<file path="config.mk">
export PLATFORM = sky130hd
export DESIGN_NAME = event_trigger_seq
export DESIGN_NICKNAME = d
export VERILOG_FILES = /design/src/rtl/event_seq_pkg.sv /design/src/rtl/evt_gap_timer.sv /design/src/rtl/event_trigger_seq.sv
export SDC_FILE = /design/constraint.sdc
export NUM_CORES = 1
export LEC_CHECK = 0
export ABC_AREA = 0
export CAP_MARGIN = 0
export CELL_PAD_IN_SITES_DETAIL_PLACEMENT = 2
export CELL_PAD_IN_SITES_GLOBAL_PLACEMENT = 2
export CORE_MARGIN = 2
export CORE_UTILIZATION = 34
export CTS_CLUSTER_DIAMETER = 100
export DETAILED_ROUTE_END_ITERATION = 10
export PLACE_DENSITY_LB_ADDON = 0.15
export SKIP_LAST_GASP = 1
export SYNTH_ARGS = -nofsm -noshare
export SYNTH_HDL_FRONTEND = slang
export SYNTH_SLANG_ARGS = --single-unit
</file>
<file path="constraint.sdc">
create_clock -name clk -period 2.9 [get_ports clk]
set_input_delay 0.435 -clock clk [delete_from_list [all_inputs] [get_ports clk]]
set_output_delay 0.435 -clock clk [all_outputs]
set_load 0.01 [all_outputs]
</file>
<file path="src/rtl/event_seq_pkg.sv">
// Shared types and helpers for the named-event trigger sequencer.
package event_seq_pkg;

  typedef enum logic [2:0] {
    IDLE     = 3'd0,
    GAP      = 3'd1,
    FIRE     = 3'd2,
    WAIT_ACK = 3'd3,
    DONE     = 3'd4
  } evt_seq_state_e;

  // Width of an event index; a single event line still needs one bit.
  function automatic int unsigned idx_width(input int unsigned n);
    return (n > 1) ? $clog2(n) : 1;
  endfunction

endpackage : event_seq_pkg

</file>
<file path="src/rtl/evt_gap_timer.sv">
// Loadable down-counter with a zero flag; saturates at zero.
module evt_gap_timer #(
  parameter int unsigned W = 8
) (
  input  logic         clk,
  input  logic         rst_n,
  input  logic         load_i,
  input  logic [W-1:0] value_i,
  input  logic         dec_i,
  output logic         zero_c
);

  logic [W-1:0] cnt_q;
  logic [W-1:0] cnt_d;

  // Load has priority over decrement; never wraps below zero.
  always_comb begin
    cnt_d = cnt_q;
    if (load_i) begin
      cnt_d = value_i;
    end else if (dec_i && (cnt_q != '0)) begin
      cnt_d = cnt_q - W'(1);
    end
  end

  // Counter register.
  always_ff @(posedge clk or negedge rst_n) begin
    if (!rst_n) begin
      cnt_q <= '0;
    end else begin
      cnt_q <= cnt_d;
    end
  end

  assign zero_c = (cnt_q == '0);

endmodule : evt_gap_timer

</file>
<file path="src/rtl/event_trigger_seq.sv">
// Round-robin named-event trigger sequencer (transmitter side of the event handshake).
// Optional feature: define EVT_TIMEOUT_EN to abort a sequence when the listener does not
// acknowledge a strobe within TIMEOUT cycles (sticky timeout_o).
module event_trigger_seq
  import event_seq_pkg::*;
#(
  parameter int unsigned NUM_EVENTS = 3,
  parameter int unsigned GAP_W      = 8,
  parameter int unsigned CNT_W      = 8,
  parameter int unsigned TIMEOUT    = 16
) (
  input  logic                                 clk,
  input  logic                                 rst_n,
  input  logic                                 start_i,
  input  logic [CNT_W-1:0]                     count_i,
  input  logic [GAP_W-1:0]                     gap_i,
  input  logic                                 ack_i,
  output logic [NUM_EVENTS-1:0]                evt_o,
  output logic [idx_width(NUM_EVENTS)-1:0]     evt_idx_o,
  output logic                                 busy_o,
  output logic                                 done_o,
  output logic                                 timeout_o
);

  localparam int unsigned IW = idx_width(NUM_EVENTS);

  // Reject unusable configurations at elaboration.
  if (NUM_EVENTS < 1) begin : g_bad_num_events
    $error("event_trigger_seq: NUM_EVENTS must be >= 1");
  end
  if (TIMEOUT < 1) begin : g_bad_timeout
    $error("event_trigger_seq: TIMEOUT must be >= 1");
  end

  evt_seq_state_e          state_q, state_d;
  logic [CNT_W-1:0]        remaining_q, remaining_d;
  logic [GAP_W-1:0]        gap_lat_q, gap_lat_d;
  logic [IW-1:0]           idx_q, idx_d;
  logic [NUM_EVENTS-1:0]   evt_q, evt_d;
  logic [IW-1:0]           evt_idx_q, evt_idx_d;
  logic                    busy_q, busy_d;
  logic                    done_q, done_d;
  logic                    timeout_q, timeout_d;

  logic                    gap_load_c;
  logic [GAP_W-1:0]        gap_val_c;
  logic                    gap_dec_c;
  logic                    gap_zero_c;
  logic                    wait_expired_c;

  // Inter-strobe gap counter.
  assign gap_dec_c = (state_q == GAP);

  evt_gap_timer #(.W(GAP_W)) u_gap_timer (
    .clk     (clk),
    .rst_n   (rst_n),
    .load_i  (gap_load_c),
    .value_i (gap_val_c),
    .dec_i   (gap_dec_c),
    .zero_c  (gap_zero_c)
  );

`ifdef EVT_TIMEOUT_EN
  localparam int unsigned TW = (TIMEOUT > 1) ? $clog2(TIMEOUT) : 1;

  logic wait_load_c;
  logic wait_dec_c;
  logic wait_zero_c;

  // Ack wait counter: armed when leaving FIRE unacknowledged, runs TIMEOUT WAIT_ACK cycles.
  assign wait_load_c = (state_q == FIRE) && !ack_i;
  assign wait_dec_c  = (state_q == WAIT_ACK);

  evt_gap_timer #(.W(TW)) u_wait_timer (
    .clk     (clk),
    .rst_n   (rst_n),
    .load_i  (wait_load_c),
    .value_i (TW'(TIMEOUT - 1)),
    .dec_i   (wait_dec_c),
    .zero_c  (wait_zero_c)
  );

  assign wait_expired_c = (state_q == WAIT_ACK) && wait_zero_c;
`else
  assign wait_expired_c = 1'b0;
`endif

  // Next-state and registered-output logic; outputs track the state being entered.
  always_comb begin
    state_d     = state_q;
    remaining_d = remaining_q;
    gap_lat_d   = gap_lat_q;
    idx_d       = idx_q;
    evt_d       = '0;
    evt_idx_d   = evt_idx_q;
    timeout_d   = timeout_q;
    gap_load_c  = 1'b0;
    gap_val_c   = gap_lat_q;

    case (state_q)
      IDLE: begin
        if (start_i) begin
          if (count_i != '0) begin
            remaining_d = count_i;
            gap_lat_d   = gap_i;
            idx_d       = '0;
            timeout_d   = 1'b0;
            gap_load_c  = 1'b1;
            gap_val_c   = gap_i;
            state_d     = GAP;
          end else begin
            state_d = DONE;
          end
        end
      end

      GAP: begin
        if (gap_zero_c) begin
          evt_d     = NUM_EVENTS'(1) << idx_q;
          evt_idx_d = idx_q;
          state_d   = FIRE;
        end
      end

      FIRE, WAIT_ACK: begin
        if (ack_i) begin
          remaining_d = remaining_q - CNT_W'(1);
          if (remaining_q == CNT_W'(1)) begin
            state_d = DONE;
          end else begin
            idx_d      = (idx_q == IW'(NUM_EVENTS - 1)) ? '0 : idx_q + IW'(1);
            gap_load_c = 1'b1;
            gap_val_c  = gap_lat_q;
            state_d    = GAP;
          end
        end else if (wait_expired_c) begin
          timeout_d = 1'b1;
          state_d   = DONE;
        end else begin
          state_d = WAIT_ACK;
        end
      end

      DONE: begin
        state_d = IDLE;
      end

      default: begin
        state_d = IDLE;
      end
    endcase

    busy_d = (state_d == GAP) || (state_d == FIRE) || (state_d == WAIT_ACK);
    done_d = (state_d == DONE);
  end

  // State and output registers.
  always_ff @(posedge clk or negedge rst_n) begin
    if (!rst_n) begin
      state_q     <= IDLE;
      remaining_q <= '0;
      gap_lat_q   <= '0;
      idx_q       <= '0;
      evt_q       <= '0;
      evt_idx_q   <= '0;
      busy_q      <= 1'b0;
      done_q      <= 1'b0;
      timeout_q   <= 1'b0;
    end else begin
      state_q     <= state_d;
      remaining_q <= remaining_d;
      gap_lat_q   <= gap_lat_d;
      idx_q       <= idx_d;
      evt_q       <= evt_d;
      evt_idx_q   <= evt_idx_d;
      busy_q      <= busy_d;
      done_q      <= done_d;
      timeout_q   <= timeout_d;
    end
  end

  assign evt_o     = evt_q;
  assign evt_idx_o = evt_idx_q;
  assign busy_o    = busy_q;
  assign done_o    = done_q;
  assign timeout_o = timeout_q;

endmodule : event_trigger_seq

</file>
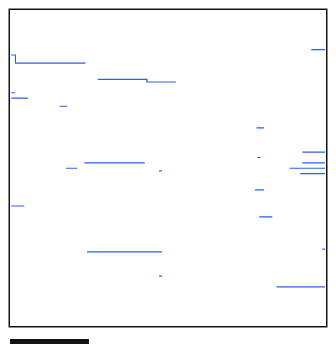
m3.png
Scale bar: 20 um.
The layer carries 134 um of wire. The layer holds 2.5% of the routed length.

==> Table 3: Implementation characteristics <==
Implementation parameters

Parameter                              Value

Critical path
  Crit path top cell by count .................. buf_4
  Family with the most delay on the worst path .................. buffers and inverters
  Required time of the critical path .................. roughly 3.1 ns
  Critical path class .................. in -> reg
  Slowest cell on the critical path .................. clkdlybuf4s50_1
  Maximum fanout count along the critical path .................. 11
  Series of cell instances along the critical path .................. clkdlybuf4s50_1, nor4_4, a2111oi_4, buf_4, buf_4, mux2_4, nor2_1, a21oi_1
  Kind of capture point of the worst setup path .................. register
  Critical Path Source Type .................. input pin
  Buffer-and-inverter tally for the worst setup path .................. 3
  CP arrival .................. approximately 2.4 ns
  Delay of the slowest cell on the worst path .................. between 0.5 and 0.6 ns

Global routing
  Overall routing resource usage .................. 0.186
  Number of antenna violations at the first check in global routing .................. 0
  GR Util met3 .................. 0.0373
  Met2 track demand over resource in global routing .................. 0.339
  Grt peak-use layer .................. met2
  GRT Residual Overflow .................. 0
  Number of global-route vias before repair .................. about 1800
  Wire length of the first global-routing pass .................. roughly 9000 um
  GR met1 Demand/Resource .................. 0.208
  Largest net degree at the start of global routing .................. 37

Run
  Number of warnings in the stage logs .................. 27
  Max-cap viol count .................. 0

Floorplanning
  Area of the core .................. between 5000 and 6000 um2
  Horizontal die dimension .................. roughly 80 um
  Die Outline Area .................. around 6400 um2
  Chip height .................. about 80 um
  Top Ports .................. 28
  Floorplan-stage core utilization .................. 0.354
  Num rows .................. 27

Placement
  Cells after DPL .................. approximately 290
  DP HPWL .................. approximately 4000 um
  Final weighted congestion in routability-driven placement .................. between 0.7 and 0.8
  Port-buffer cells .................. 26
  Place WS .................. between 0.3 and 0.4 ns
  Placed Area .................. roughly 2300 um2

STA
  Worst slew pin tran .................. 0.841 ns
  Highest achievable clock rate .................. ~450 MHz
  Final worst path period need .................. approximately 2.2 ns
  Number of hold violations in the final report .................. 0
  Final setup violation count .................. 0
  Worst Hold Margin .................. ~0.23 ns
  Accumulated negative setup slack .................. 0 ns
  Final period util .................. 0.763
  Total count of max-transition violations in the final report .................. 0
  Relative slew margins .................. 0.439
  Unrepaired setup endpoints after global routing .................. false
  Worst-case setup margin in the final layout .................. between 0.6 and 0.7 ns

Cells and area
  Ratio of cells with drive above 1 in the final layout .................. 0.121
  Post-Route Utilization .................. 0.436
  Total Nets Final .................. 246
  Area delta synth->final .................. 23.2%
  Final non-filler cell area .................. 2400 um2
  Diodes inserted .................. 0
  Number of non-filler instances in the completed layout .................. 296

Yosys
  Yosys stat cell total .................. roughly 190
  Total of flip-flops plus latches after synthesis .................. 36
  Mean post-synth cell area .................. about 10 um2
  Post-synth EDFFs .................. 0
  Post-synthesis async set-or-reset flop share .................. 1.00
  Tally of yosys warning messages .................. 0
  Cell count after synthesis .................. between 150 and 200
  Most instantiated flip-flop cell in the synthesis netlist .................. dfrtp_1
  Distinct lib cells used .................. around 54
  Cell area after technology mapping .................. a little under 2000 um2
  Synthesized Nets .................. 215
  Sequential fraction of the synthesis area .................. 0.462
  Yosys stat area .................. slightly below 2000 um2

Pwr
  Power per unit of standard cell area .................. between 900 and 1000 nW/um2
  Post-layout total power .................. approximately 2.3 mW
  Leakage power figure .................. 1.02 nW
  Worst voltage drop across the vdd grid .................. between 0.4 and 0.5 mV

Detailed routing
  Via count .................. approximately 1600
  Via/cell ratio .................. 5.37
  Number of iterations in the first detailed-routing pass .................. 3
  Number of routed nets with antenna violations .................. 0
  Average wire length per cell after detail routing .................. ~18 um
  Total routed wirelength .................. approximately 5300 um
  DRC .................. 0
  Initial DRC count .................. 60

Clock tree
  Number of CTS-inserted buffers .................. 5
  CTS HTree Levels .................. 2
  Postcts setup bufs .................. 0
  Total of cells resized after clock tree synthesis .................. 0
  Post-cts hold-fix buffer tally .................. 0
  Maximum buffer depth of the clock tree .................. 2
  Clock slew at the register clock pins of the worst setup and hold paths .................. 0.08 ns
  Clock tree from TritonCTS .................. yes
  Buffer cell driving the clock tree root .................. clkbuf_8
  Clock sink total .................. 36

Status
  Run status .................. finished clean

Hold path
  Worst min-delay path category .................. in -> async
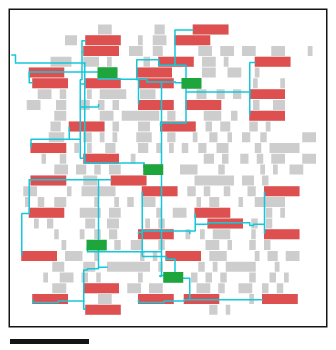
clock_wires.png
Scale bar: 20 um.
Red shows flip-flops, count 36. Cyan shows clock wires, length 548 um. Green shows clock-net drivers, count 5.
There are 6 routed clock nets. Position of the flops: spread over the die.
Worst Skew: 0.00983 ns
Latency at later pin: 0.29 ns
Clock power frac: 0.196

final cells by class:
type	count	area, um2
fillers	608	3110
multi-input cells	136	965
flip-flops and latches	36	901
repair buffers	30	285
well taps	72	90.1
clock buffers	6	72.6
inverters	14	52.6
clock inverters	2	35.0
cells by family after synthesis:
| logic type | after synthesis | synth area share |
|---|---|---|
| AOI/OAI and AO/OA | 55 | 0.207 |
| and+or+nand+nor | 67 | 0.203 |
| xor gates and xnor gates | 3 | 0.0135 |
| buffers and inverters | 20 | 0.0488 |
| muxes | 7 | 0.0437 |
| DFF | 36 | 0.462 |
| other | 1 | 0.00192 |
| adders and majority gates | 3 | 0.0193 |
path summary, 6_finish.rpt:
check                                       end  slack [ns]                  from  cells past startpoint
setup / recovery           u_gap_timer.cnt_q[0]        0.69            count_i[0]                      8
hold / removal                   remaining_q[2]        0.23                 rst_n                      1
setup reg to reg           u_gap_timer.cnt_q[7]        0.80  u_gap_timer.cnt_q[0]                      6
hold reg to reg                    gap_lat_q[1]        0.48          gap_lat_q[1]                      2
max in group asynchronous              idx_q[0]        2.12                 rst_n                      1
min in group clk                   gap_lat_q[1]        0.48          gap_lat_q[1]                      2
Yosys cell counts, types with 3 or more instances:
master / count / share of area
dfrtp_1: 36 / 0.46
nand2_1: 22 / 0.042
inv_1: 13 / 0.025
nor2_1: 13 / 0.025
a21oi_1: 11 / 0.028
o21ai_1: 11 / 0.028
nor3_1: 6 / 0.015
o21ai_0: 6 / 0.015
nand3_1: 5 / 0.013
mux2_1: 4 / 0.023
nor3b_1: 4 / 0.015
ha_1: 3 / 0.019
nor4_4: 3 / 0.033
xnor2_1: 3 / 0.013
flip-flops by register name, indices dropped and copies added, names as in the netlist:
signal / flops
evt_o: 3
u_gap_timer.cnt_q: 8
state_q: 3
evt_idx_o: 2
remaining_q: 8
idx_q: 2
gap_lat_q: 8
done_o: 1
busy_o: 1
power by group:
group	total, mW	switching, mW	internal (mW)	leakage [nW]
registers	0.902	0.201	0.701	0.450
clock network	0.442	0.187	0.255	0.0552
logic	0.908	0.480	0.428	0.513
total	2.25	0.868	1.38	1.02
layer usage:
| metal | wire, um | part of all wire | up-vias |
|---|---|---|---|
| li1 | - | - | 750 |
| met1 | 2230 | 0.42 | 805 |
| met2 | 2830 | 0.53 | 22 |
| met3 | 134 | 0.025 | 12 |
| met4 | 120 | 0.023 | 0 |
| met5 | 0 | 0 | - |
cells in the final DEF (no fill, tap or decap), types with 2 or more instances in the layout:
master           synthesis  routed
nor3_1                   6       6
nor2_1                  13      13
o21ai_1                 11      11
dfrtp_1                 36      36
inv_1                   13      13
a221o_1                  2       2
a21oi_1                 11      11
mux2_1                   4       4
clkbuf_8                 0       5
nor4_4                   3       3
o21ai_0                  6       6
and2_1                   2       2
nand2_1                 22      22
mux2_4                   2       2
buf_4                    1       4
nor3b_1                  4       4
a221oi_1                 2       2
ha_1                     3       3
a21o_1                   2       2
a31oi_1                  2       2
or3_1                    2       2
nand3_1                  5       5
clkdlybuf4s50_1          0      25
nand2b_1                 2       2
a32oi_1                  2       2
xnor2_1                  3       3
a22o_1                   2       2
No activity file was given, so power comes from the tool's default toggle rates.
